## config.mk

```make
export PLATFORM = sky130hd
export DESIGN_NAME = jinv_bist
export DESIGN_NICKNAME = d
export VERILOG_FILES = /design/src/rtl/jinv_bist.sv
export SDC_FILE = /design/constraint.sdc
export NUM_CORES = 1
export LEC_CHECK = 0
export ABC_AREA = 1
export CORE_MARGIN = 5
export CORE_UTILIZATION = 55
export CTS_CLUSTER_DIAMETER = 50
export DETAILED_ROUTE_END_ITERATION = 8
export PLACE_DENSITY_LB_ADDON = 0.08
export SETUP_SLACK_MARGIN = 0.2
export SYNTH_ARGS = -nofsm -noshare
export SYNTH_HDL_FRONTEND = slang
export SYNTH_SLANG_ARGS = --single-unit
```

## constraint.sdc

```tcl
create_clock -name clk -period 2.07 [get_ports clk]
set_clock_uncertainty 0.15 [all_clocks]
set_input_delay 0.414 -clock clk [delete_from_list [all_inputs] [get_ports clk]]
set_output_delay 0.414 -clock clk [all_outputs]
set_load 0.01 [all_outputs]
```

## src/rtl/jinv_bist.sv

```systemverilog
// Built-in self test for a single inverter: drives 1,0,1,0... and checks y_obs == ~a_drv.
// Latency: VECTORS*(SETTLE+2) cycles from the start-sampling edge to done.
// Backpressure: none; start is ignored while a run is in progress.
module jinv_bist #(
   parameter int SETTLE  = 4,
   parameter int VECTORS = 4
) (
   input  logic       clk,
   input  logic       reset,
   input  logic       start,
   output logic       a_drv,
   input  logic       y_obs,
   output logic       busy,
   output logic       done,
   output logic       pass,
   output logic [3:0] fail_cnt,
   output logic [3:0] vec_idx
);

   typedef enum logic [2:0] {
      IDLE   = 3'd0,
      DRIVE  = 3'd1,
      SETTLE_ST = 3'd2,
      CHECK  = 3'd3,
      DONE   = 3'd4
   } state_t;

   localparam logic [3:0] LAST_IDX    = 4'(VECTORS - 1);
   localparam logic [7:0] SETTLE_LAST = 8'(SETTLE - 1);

   state_t     state_q, state_d;
   logic       a_drv_q, a_drv_d;
   logic [3:0] fail_cnt_q, fail_cnt_d;
   logic [3:0] vec_idx_q, vec_idx_d;
   logic [7:0] settle_cnt_q, settle_cnt_d;
   logic [3:0] vec_idx_inc;

   // State and datapath registers; reset clears everything asynchronously.
   always_ff @(posedge clk or posedge reset) begin
      if (reset) begin
         state_q      <= IDLE;
         a_drv_q      <= 1'b0;
         fail_cnt_q   <= 4'd0;
         vec_idx_q    <= 4'd0;
         settle_cnt_q <= 8'd0;
      end else begin
         state_q      <= state_d;
         a_drv_q      <= a_drv_d;
         fail_cnt_q   <= fail_cnt_d;
         vec_idx_q    <= vec_idx_d;
         settle_cnt_q <= settle_cnt_d;
      end
   end

   // Next-state, stimulus, settle timing and mismatch counting.
   always_comb begin
      state_d      = state_q;
      a_drv_d      = a_drv_q;
      fail_cnt_d   = fail_cnt_q;
      vec_idx_d    = vec_idx_q;
      settle_cnt_d = settle_cnt_q;
      vec_idx_inc  = vec_idx_q + 4'd1;
      case (state_q)
         IDLE, DONE: begin
            a_drv_d = 1'b0;
            if (start) begin
               state_d      = DRIVE;
               fail_cnt_d   = 4'd0;
               vec_idx_d    = 4'd0;
               settle_cnt_d = 8'd0;
               // vector 0 is even, so it drives a 1
               a_drv_d      = 1'b1;
            end
         end
         DRIVE: begin
            state_d      = SETTLE_ST;
            settle_cnt_d = 8'd0;
         end
         SETTLE_ST: begin
            if (settle_cnt_q == SETTLE_LAST) begin
               state_d = CHECK;
            end else begin
               settle_cnt_d = settle_cnt_q + 8'd1;
            end
         end
         CHECK: begin
            // counter saturates at 15 rather than wrapping
            if ((y_obs != ~a_drv_q) && (fail_cnt_q != 4'hF)) begin
               fail_cnt_d = fail_cnt_q + 4'd1;
            end
            if (vec_idx_q == LAST_IDX) begin
               state_d = DONE;
               a_drv_d = 1'b0;
            end else begin
               state_d   = DRIVE;
               vec_idx_d = vec_idx_inc;
               a_drv_d   = ~vec_idx_inc[0];
            end
         end
         default: begin
            state_d = IDLE;
            a_drv_d = 1'b0;
         end
      endcase
   end

   // Status outputs decoded from the registered state.
   always_comb begin
      busy     = (state_q == DRIVE) || (state_q == SETTLE_ST) || (state_q == CHECK);
      done     = (state_q == DONE);
      pass     = (state_q == DONE) && (fail_cnt_q == 4'd0);
      a_drv    = a_drv_q;
      fail_cnt = fail_cnt_q;
      vec_idx  = vec_idx_q;
   end

endmodule

```

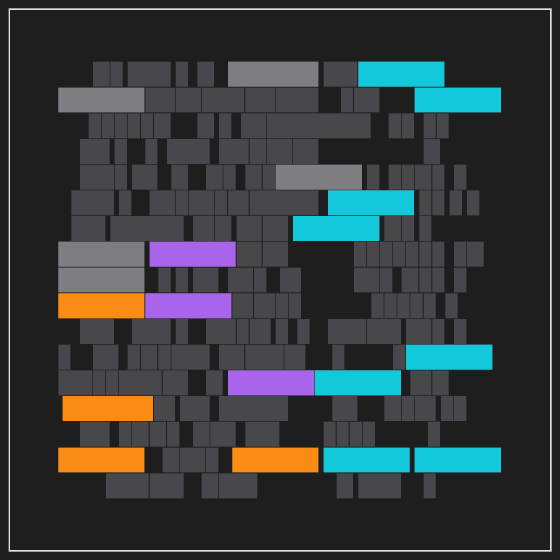
**Above:** run 1 (sequential cells coloured by netlist name).
Other sequential cells in the stronger grey, the rest of the logic in the fainter grey.
state_q: shown in purple, flops 3. vec_idx: shown in orange, flops 4, where south-west. settle_cnt_q: shown in cyan, flops 8.
flop share of the area: 31.9%
Power Sequential: 611 uW
Util after Layout: 72.6%
Flop area: 503 um2

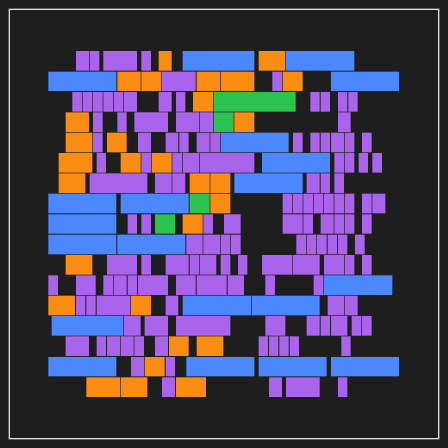
**Above:** run 1 (cell classes on the final placement).
clock drivers and dummy loads: shown in green, cells 4, share of their area 3.4%. remaining buffers and delay cells: shown in orange, cells 29, share of their area 17%. remaining logic cells: shown in purple, cells 135, share of their area 47%. registers: shown in blue, cells 20, share of their area 33%.

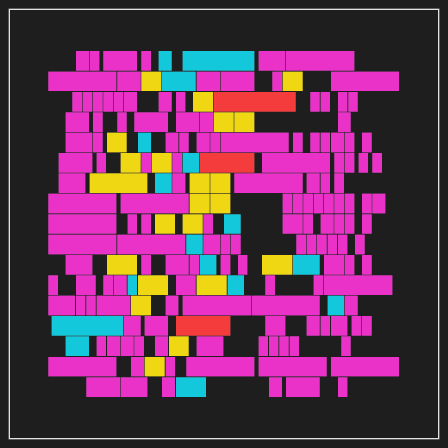
**Above:** run 1 (cell sizes after repair).
x6 and larger: shown in red, cells 3, share 1.6%, most used nor2_8. x2: shown in cyan, cells 16, share 8.5%, most used nand2_2. x3 and x4: shown in yellow, cells 22, share 12%, most used buf_4. x1 and smaller: shown in magenta, cells 147, share 78%, most used nand2_1.

[run 1: routing by layer]
layer / vias up / wire length, um / track usage, %
met5: - / 0 / 0
met4: 0 / 14 / 4.64
met3: 2 / 59 / 4.30
met2: 15 / 1450 / 34.7
met1: 534 / 1170 / 19.6
li1: 559 / - / -
[run 1: worst paths after layout]
path / start / to / slack, ps / depth (start not counted)
max in group asynchronous: reset / fail_cnt[3]$_DFFE_PP0P_ / 1260 / 3
setup reg to reg: fail_cnt[0]$_DFFE_PP0P_ / fail_cnt[3]$_DFFE_PP0P_ / 490 / 8
min in group clk: settle_cnt_q[7]$_DFFE_PP0P_ / settle_cnt_q[7]$_DFFE_PP0P_ / 370 / 2
setup / recovery: state_q[1]$_DFFE_PP0P_ / pass / 220 / 4
hold / removal: reset / vec_idx[2]$_DFFE_PP0P_ / 280 / 3
hold reg to reg: settle_cnt_q[7]$_DFFE_PP0P_ / settle_cnt_q[7]$_DFFE_PP0P_ / 370 / 2
[run 1: kinds of logic (layout without fill, tap and decap cells)]
| family | after synthesis | in the layout |
|---|---|---|
| AND/OR/NAND/NOR | 96 | 96 |
| buffers and inverters | 24 | 56 |
| flip-flops | 20 | 20 |
| AND-OR/OR-AND | 9 | 9 |
| adder cells (fa/ha/maj) | 4 | 4 |
| XOR/XNOR | 3 | 3 |
[run 1: area by class of cell]
cell class              instances  area share [%]
clock buffers                   3            1.43
multi-input cells             112            40.7
flip-flops and latches         20            31.9
inverters                      23            5.56
clock inverters                 1            1.91
repair buffers                 29            16.2
well taps                      28            2.22
[run 1: critical path, cell delays in order, from the launching register on]
cell and delay (ps):
dfrtp_1 400, nor2_2 150, nand2_2 80, nor4_2 190
buf_2 160
==> impl_metrics.toml, run 1 <==
# yosys + openroad results
[outcome]
status = "finished clean"

[synth]
avgSynthCellArea_um2 = 7.83
mux_area_share_pct = 0
syn_nets = 164
synth-edff-count = 0
area_leaders = "dfrtp_1, nand2_1, nand3_1"
yosysTopAreaCell = "dfrtp_1"
top_cell_area_share_pct = 41.0
yosysWarnings = 0
ys_types = 27
ys_sh_adder_pct = 4.10

[final_timing]
max_slew.worst_pin.slew_ps = 264
fin_tns_setup_ps = 0
period_used_pct = 89.2
timing.hold.ws_ps = 279
slew_violations = 0
hold_viol_final = 0
fmax_mhz = 542

[global_route]
grt_overflow = 0
grt_max_degree = 21
grt_pass1_vias = 1161

[cts]
cts_max_path_buffers = 2
cts_resized = 9

[power]
comb_cell_power_mw = 1.16
clockPowerShare_pct = 15.2
power_frac_seq_pct = 29.3
power_density_nw_per_um2 = 1330
p_clk_uw = 317
power_mw = 2.09
power.internal_mw = 1.21

[die]
fp_util_pct = 56.3
coreArea_um2 = 2170
die_w_um = 57.1
core.rowCount = 17

[finish]
largest_reg_flops = 8
lay_top_count = "nand2_1"

[critical_path]
cp.arrival_ps = 1280
worstPathMaxFanout = 2
critPathKind = "register to output pin"
worst_setup_path_start_kind = "register"

[routing]
drt_wl_total_um = 2690
remaining_drc_errors = 0
vias = 1110

[placement]
numPlacedInstances = 206
place_congestion = 0.857
placed_cell_area_um2 = 1460

[worst_hold_path]
hp-class = "input port to asynchronous set/reset pin"
==> inputs of run 2 (changes only) <==
--- a/config.mk
+++ b/config.mk
@@ -11,6 +11,7 @@
 export CTS_CLUSTER_DIAMETER = 50
 export DETAILED_ROUTE_END_ITERATION = 8
 export PLACE_DENSITY_LB_ADDON = 0.08
+export RECOVER_POWER = 25
 export SETUP_SLACK_MARGIN = 0.2
 export SYNTH_ARGS = -nofsm -noshare
 export SYNTH_HDL_FRONTEND = slang
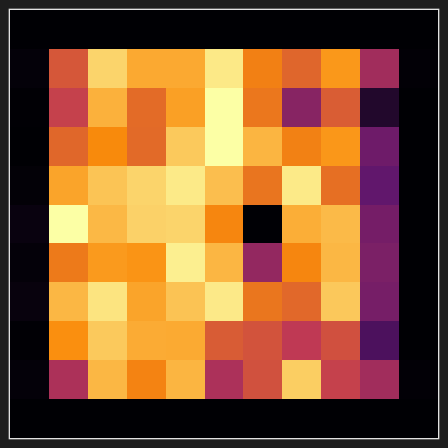
**Above:** run 2 (cell density map).
11 x 11 tiles, from black (low) to pale yellow (high), 0 to 100% covered.
35% of the tiles are over 75% full. The fullest tile reaches 100%. 32% of the tiles are nearly empty.
Util after Layout: 72.4%
FP Core Util: 56.3%
core area: 2170 um2

==> run 2 against run 1 <==
Clock power about the same. Sequential power about the same. Combinational power is essentially flat. Power barely moved. Global-route usage unchanged. Utilization is 0.17 points lower. Worst setup slack got worse by 2.3 ps. Maximum frequency is 0.12% lower. Non-clock buffer count unchanged. Final cell count unchanged. Sequential share of layout area rose by 0.076 points. Synthesized cell count is the same. Largest power group unchanged.
==> impl_metrics.toml, run 2 <==
# yosys + openroad results
[global_route]
gr-usage-met2_pct = 34.7
grt_max_degree = 21
grt_overflow = 0
grt_pass1_vias = 1161
use_met3_pct = 4.30

[final_timing]
period_used_pct = 89.3
slew_violations = 0
timing.hold.ws_ps = 371
fin_tns_setup_ps = 0
hold_viol_final = 0

[placement]
numPlacedInstances = 206
placed_cell_area_um2 = 1460

[worst_hold_path]
hp-class = "register to register"

[routing]
highest_layer = "met4"
wl_met3_um = 65
met2_length_um = 1430

[synth]
area_leaders = "dfrtp_1, nand2_1, nand3_1"
ys_types = 27
syn_nets = 164
avgSynthCellArea_um2 = 7.83
ys_sh_adder_pct = 4.10
yosysWarnings = 0
synth-edff-count = 0

[cts]
cts_max_path_buffers = 2

[critical_path]
crit_chain = "nor2_2 > nand2_2 > nor4_2 > buf_2"
critPathKind = "register to output pin"
worstPathMaxFanout = 2
path_buffers = 1
cp.arrival_ps = 1280

[die]
core.rowCount = 17

[power]
power.internal_mw = 1.20
clockPowerShare_pct = 15.3
power_density_nw_per_um2 = 1330

[outcome]
status = "finished clean"

[finish]
lay_top_count = "nand2_1"
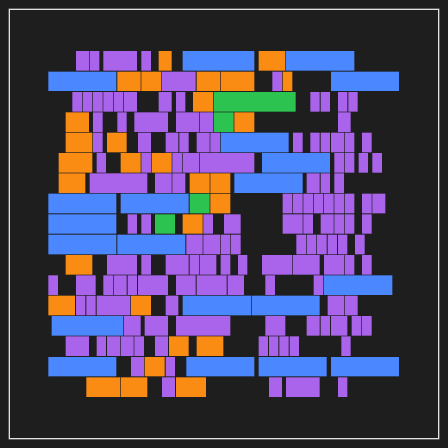
**Above:** run 2 (cell classes on the final placement).
remaining buffers and delay cells: shown in orange, cells 29, share of their area 16%. clock drivers and dummy loads: shown in green, cells 4, share of their area 3.4%. remaining logic cells: shown in purple, cells 135, share of their area 47%. registers: shown in blue, cells 20, share of their area 33%.

## run 2: cell types whose count changed in the layout (fill, tap and decap cells not counted), sizes merged
cell / previous run / this run
buf: 15 / 14
clkbuf: 3 / 4
## run 2: repair_timing
item | CTS | global route
setup buffers | 4 | 2
setup endpoints to repair | 10 | 6
pin swaps | 0 | 2
gates resized | 9 | 12
## run 2: layout make-up
type                       count  area share [%]
clock buffer                   3            1.43
clock inverter                 1            1.91
inverter                      23            5.57
multi-input combinational    112            40.8
sequential                    20            32.0
tap                           28            2.23
timing repair buffer          29            16.0
## run 2: power by group through the flow
| stage | clock [mW] | combinational, mW | sequential, mW |
|---|---|---|---|
| 6_report | 0.319 | 1.16 | 0.611 |
| 5_1_grt | 0.355 | 1.29 | 0.625 |
| 4_1_cts | 0.329 | 1.14 | 0.605 |
| 3_5_place_dp | 0 | 1.08 | 0.641 |
| 3_3_place_gp | 0 | 1.05 | 0.632 |
| 2_1_floorplan | 0 | 0.630 | 0.679 |
## run 2: path summary, 6_finish.rpt
kind                                        startpoint                           to  depth (start not counted)
max in group asynchronous                        reset       vec_idx[0]$_DFFE_PP0P_                          3
hold reg to reg            settle_cnt_q[7]$_DFFE_PP0P_  settle_cnt_q[7]$_DFFE_PP0P_                          2
min in group asynchronous                        reset  settle_cnt_q[2]$_DFFE_PP0P_                          3
hold / removal             settle_cnt_q[7]$_DFFE_PP0P_  settle_cnt_q[7]$_DFFE_PP0P_                          2
setup / recovery                state_q[1]$_DFFE_PP0P_                         pass                          4
setup reg to reg               fail_cnt[0]$_DFFE_PP0P_      fail_cnt[3]$_DFFE_PP0P_                          8
## run 2: kinds of logic after synthesis
logic type	count (synthesis)
and+or+nand+nor	96
buffers and inverters	24
DFF	20
AOI/OAI and AO/OA	9
adders and majority gates	4
xor gates and xnor gates	3
Power figures rest on the tool's default switching activity, not on a simulated workload.
